[src/rtl/bitwise_pkg.sv]
// Shared opcode constants for the bitwise unit.
// Imported by the evaluator and by anything that drives op.
package bitwise_pkg;

   localparam int OP_W = 3;

   localparam logic [OP_W-1:0] OP_AND  = 3'b000;
   localparam logic [OP_W-1:0] OP_OR   = 3'b001;
   localparam logic [OP_W-1:0] OP_XOR  = 3'b010;
   localparam logic [OP_W-1:0] OP_NAND = 3'b011;
   localparam logic [OP_W-1:0] OP_NOR  = 3'b100;
   localparam logic [OP_W-1:0] OP_XNOR = 3'b101;
   localparam logic [OP_W-1:0] OP_NOT  = 3'b110;
   localparam logic [OP_W-1:0] OP_SEL  = 3'b111;

endpackage

[src/rtl/bitwise_core.sv]
// Combinational bitwise evaluator.
// Ports: a, b, c operands, op select; y result (c only used by OP_SEL).
module bitwise_core
   import bitwise_pkg::*;
#(
   parameter int WIDTH = 4
) (
   input  logic [WIDTH-1:0] a,
   input  logic [WIDTH-1:0] b,
   input  logic [WIDTH-1:0] c,
   input  logic [OP_W-1:0]  op,
   output logic [WIDTH-1:0] y
);

   always_comb begin
      y = '0;
      unique case (op)
         OP_AND:  y = a & b;
         OP_OR:   y = a | b;
         OP_XOR:  y = a ^ b;
         OP_NAND: y = ~(a & b);
         OP_NOR:  y = ~(a | b);
         OP_XNOR: y = ~(a ^ b);
         OP_NOT:  y = ~a;
         OP_SEL:  y = (a & c) | (b & ~c);
         default: y = '0;
      endcase
   end

endmodule

[src/rtl/bitwise_unit_pipe.sv]
// Two-stage valid/ready pipeline around bitwise_core with a saturating
// transfer counter. Ports: in_valid/in_ready/op/a/b/c in, out_valid/out_ready/y/red_* out, count.
module bitwise_unit_pipe #(
   parameter int WIDTH   = 4,
   parameter int COUNT_W = 8
) (
   input  logic               clk,
   input  logic               rst_n,
   input  logic               in_valid,
   output logic               in_ready,
   input  logic [2:0]         op,
   input  logic [WIDTH-1:0]   a,
   input  logic [WIDTH-1:0]   b,
   input  logic [WIDTH-1:0]   c,
   output logic               out_valid,
   input  logic               out_ready,
   output logic [WIDTH-1:0]   y,
   output logic               red_and,
   output logic               red_or,
   output logic               red_xor,
   output logic [COUNT_W-1:0] count
);

   localparam logic [COUNT_W-1:0] CNT_MAX = '1;

   logic             s1_v;
   logic             s2_v;
   logic             s1_rdy;
   logic             s2_rdy;
   logic [2:0]       s1_op;
   logic [WIDTH-1:0] s1_a;
   logic [WIDTH-1:0] s1_b;
   logic [WIDTH-1:0] s1_c;
   logic [WIDTH-1:0] core_y;

   // Ready chains backwards so a full pipe still advances when drained.
   assign s2_rdy    = ~s2_v | out_ready;
   assign s1_rdy    = ~s1_v | s2_rdy;
   assign in_ready  = s1_rdy;
   assign out_valid = s2_v;

   bitwise_core #(.WIDTH(WIDTH)) u_core (
      .a  (s1_a),
      .b  (s1_b),
      .c  (s1_c),
      .op (s1_op),
      .y  (core_y)
   );

   always_ff @(posedge clk or negedge rst_n) begin
      if (!rst_n) begin
         s1_v  <= 1'b0;
         s1_op <= '0;
         s1_a  <= '0;
         s1_b  <= '0;
         s1_c  <= '0;
      end else if (s1_rdy) begin
         s1_v <= in_valid;
         // Operands only captured with a real transfer.
         if (in_valid) begin
            s1_op <= op;
            s1_a  <= a;
            s1_b  <= b;
            s1_c  <= c;
         end
      end
   end

   always_ff @(posedge clk or negedge rst_n) begin
      if (!rst_n) begin
         s2_v    <= 1'b0;
         y       <= '0;
         red_and <= 1'b0;
         red_or  <= 1'b0;
         red_xor <= 1'b0;
      end else if (s2_rdy) begin
         s2_v <= s1_v;
         if (s1_v) begin
            y       <= core_y;
            red_and <= &core_y;
            red_or  <= |core_y;
            red_xor <= ^core_y;
         end
      end
   end

   always_ff @(posedge clk or negedge rst_n) begin
      if (!rst_n) begin
         count <= '0;
      end else if (s2_v && out_ready && count != CNT_MAX) begin
         count <= count + COUNT_W'(1);
      end
   end

endmodule

[config.mk]
export PLATFORM = sky130hd
export DESIGN_NAME = bitwise_unit_pipe
export DESIGN_NICKNAME = d
export VERILOG_FILES = /design/src/rtl/bitwise_pkg.sv /design/src/rtl/bitwise_core.sv /design/src/rtl/bitwise_unit_pipe.sv
export SDC_FILE = /design/constraint.sdc
export NUM_CORES = 1
export LEC_CHECK = 0
export CAP_MARGIN = 25
export CORE_ASPECT_RATIO = 0.7
export CORE_UTILIZATION = 52
export DETAILED_ROUTE_END_ITERATION = 10
export GPL_TIMING_DRIVEN = 0
export PLACE_DENSITY = 0.82
export SLEW_MARGIN = 20
export SYNTH_ARGS = -nofsm -noshare
export SYNTH_HDL_FRONTEND = slang
export SYNTH_SLANG_ARGS = --single-unit
[constraint.sdc]
create_clock -name clk -period 2.4 [get_ports clk]
set_input_delay 0.36 -clock clk [delete_from_list [all_inputs] [get_ports clk]]
set_output_delay 0.36 -clock clk [all_outputs]
set_load 0.02 [all_outputs]
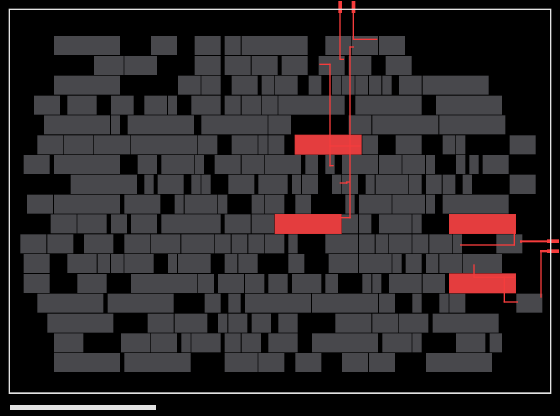
Figure 1: I/O nets highlighted.
The bar under the picture is 20 microns long.
[red] `y` | direction: output | edge: 2 north, 2 east | end cells: 4 | buffers: 4 | wire: 93.1 microns

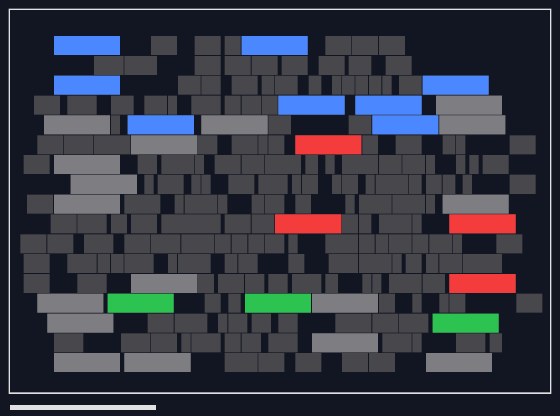
Figure 2: register map, names as in the netlist.
The bar under the picture is 20 microns long. Other sequential cells in the stronger gray, the rest of the logic in the fainter gray.
[blue] `count` | flops: 8
[red] `y` | flops: 4
[green] `s1_op` | flops: 3
sequential power: 0.802 mW
register area: 801 sq um

==> impl_metrics.ini <==
; physical design summary
[outcome]
status = complete, no violations

[setup_path]
crit_chain = inv_1, ha_1, inv_1, mux4_2, nand2b_1, and2_1, ha_1, xnor2_1, o21ai_0
critPathCaptureType = register
cp_data_required_time_ps = 2560
startpoint_type = register
critPathSlowestCell = mux4_2

[logic_synthesis]
synthAoiAreaFrac_pct = 9.11
top_cells_by_area = dfrtp_1, mux2_2, ha_1
post-synth-top-count-cell = dfrtp_1
ys_seq_share_pct = 42.3
yosysTopAreaCellShare_pct = 42.3
simple_gate_area_share_pct = 15.5
edf_count = 0
yosysCellCount = 176
ys_sh_adder_pct = 8.59
muxShareOfSynthArea_pct = 15.3
avgSynthCellArea_sq_um = 10.8
synth_chip_area_sq_um = 1890

[place]
placed_cells = 258
dpl.hpwl_mm = 2.97

[drt]
initialDrtViolationCount = 84
ant_nets = 0
vias_per_cell = 5.42

[clock_tree]
cts.sinks = 32
cts_hold_buffers = 0
cts_buffer_depth = 2
insertion_delay_ps = 280
cts_tree = done

[final_timing]
slew_headroom_pct = 53.9
period_used_pct = 92.3
fin_worst_skew_ps = 7.01
fmax_mhz = 451
hold_viol_final = 0

[floorplan]
pin_count = 36
fp_util_pct = 57.1
fp.dieH_microns = 52.5
die-width_microns = 74.1
die-area_sq_um = 3890

[global_routing]
grt_overflow = 0
grt_max_degree = 33

[final_layout]
diodes = 0
stdcell_count = 267
nNetsFinal = 252
synthToLayoutAreaGrowth_pct = 26.2

[power]
p_per_area_nw_per_um2 = 880

[hold_path]
hold_path_class = in2async

[job]
tool_warnings = 32
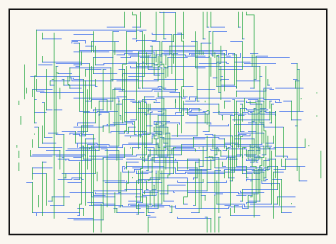
Figure 3: wiring by layer.
Two of the layers only.
[blue] metal 1 | wire length: 1850 microns
[green] metal 2 | wire length: 1830 microns
WL per Instance: 14.7 microns
All-Layer GR Usage: 23.7%
final WL: 3.94 mm
via count: 1448

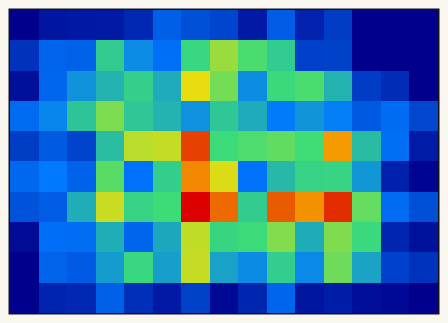
Figure 4: signal metal coverage by tile.
The die is cut into 15 by 10 equal tiles; dark blue is low, red is high, scaled to the fullest tile. Values are wire area over tile area, all layers added.
densest ninth of the die: center
mean over tiles: 0.16
emptiest ninth of the die: north-east
nearly empty tiles: 9.3%
tiles over half the peak: 19%

-- final timing paths --
path	to	slack (ps)	cells past startpoint
max	red_xor$_DFFE_PN0P_	180	9
min	s1_a[3]$_DFFE_PN0P_	120	1
max reg2reg	red_xor$_DFFE_PN0P_	180	9
min reg2reg	red_and$_DFFE_PN0P_	470	2
max in group asynchronous	s1_a[2]$_DFFE_PN0P_	1830	1
min in group clk	red_and$_DFFE_PN0P_	470	2
-- critical path: cells and delay by family (launching register included) --
kind                     cells  cell delay, ps
flip-flops                   1             390
AND-OR/OR-AND                1              80
adder cells (fa/ha/maj)      2             600
buffers and inverters        2             100
multiplexers                 1             440
AND/OR/NAND/NOR              2             330
XOR/XNOR                     1             150
-- flip-flops by register name (all words and copies together), names as in the netlist --
name,flops
out_valid,1
y,4
red_or,1
red_xor,1
s1_c,4
s1_op,3
s1_b,4
s1_v,1
red_and,1
s1_a,4
count,8
-- power breakdown --
group | total (mW) | internal, mW | leakage, nW | switching, mW
registers | 0.802 | 0.674 | 0.379 | 0.129
logic | 0.924 | 0.478 | 0.656 | 0.446
clock network | 0.379 | 0.197 | 0.0410 | 0.182
-- per-layer routing --
metal | wire [microns] | track usage [%]
met1 | 1850 | 31.3
met2 | 1830 | 37.6
met3 | 211 | 6.15
met4 | 49 | 8.33
met5 | 0 | 0
-- metrics by stage --
stage / util [%] / instance area (sq um) / power (mW) / hold WS (ps)
floorplan: - / 1890 / 1.37 / 64.4
global placement: 69.4 / 2300 / 1.68 / 451
detailed placement: 69.3 / 2300 / 1.72 / 445
CTS: 71.6 / 2380 / 2.10 / 146
global route: 72.1 / 2390 / 2.26 / 172
finish: 72.1 / 2390 / 2.11 / 117
-- placed cells by master, fill, tap and decap left out, types with 3 or more instances in the layout --
cell type	Yosys	routed
a21oi_1	3	3
a31oi_1	3	3
and2_1	3	3
buf_2	3	4
buf_4	2	4
clkbuf_8	0	5
clkdlybuf4s50_1	0	34
dfrtp_1	32	32
ha_1	13	13
inv_1	13	13
mux2_2	18	18
mux2i_1	5	5
nand2_1	11	11
nand2b_1	9	9
nand3_1	6	6
nand3b_1	3	3
nor2_1	8	8
nor3b_1	3	3
xnor2_1	4	4
xor2_1	4	4
-- area by class of cell --
type / count / share of cell area, %
multi-input cells: 123 / 41.3
flip-flops and latches: 32 / 33.5
repair buffers: 37 / 15.1
clock buffers: 6 / 3.04
well taps: 47 / 2.46
plain buffers: 8 / 2.35
inverters: 13 / 2.04
clock inverters: 1 / 0.209
-- timing repair --
| action | CTS | global route |
|---|---|---|
| setup endpoints to repair | 0 | 1 |
| setup buffers | 0 | 2 |
| hold endpoints to repair | 0 | 0 |
| gates resized | 0 | 0 |
-- kinds of logic after synthesis --
| kind of cell | Yosys count |
|---|---|
| buffers and inverters | 21 |
| xor gates and xnor gates | 8 |
| and+or+nand+nor | 54 |
| muxes | 25 |
| DFF | 32 |
| adders and majority gates | 13 |
| AOI/OAI and AO/OA | 23 |
Power and IR drop assume default switching activity.
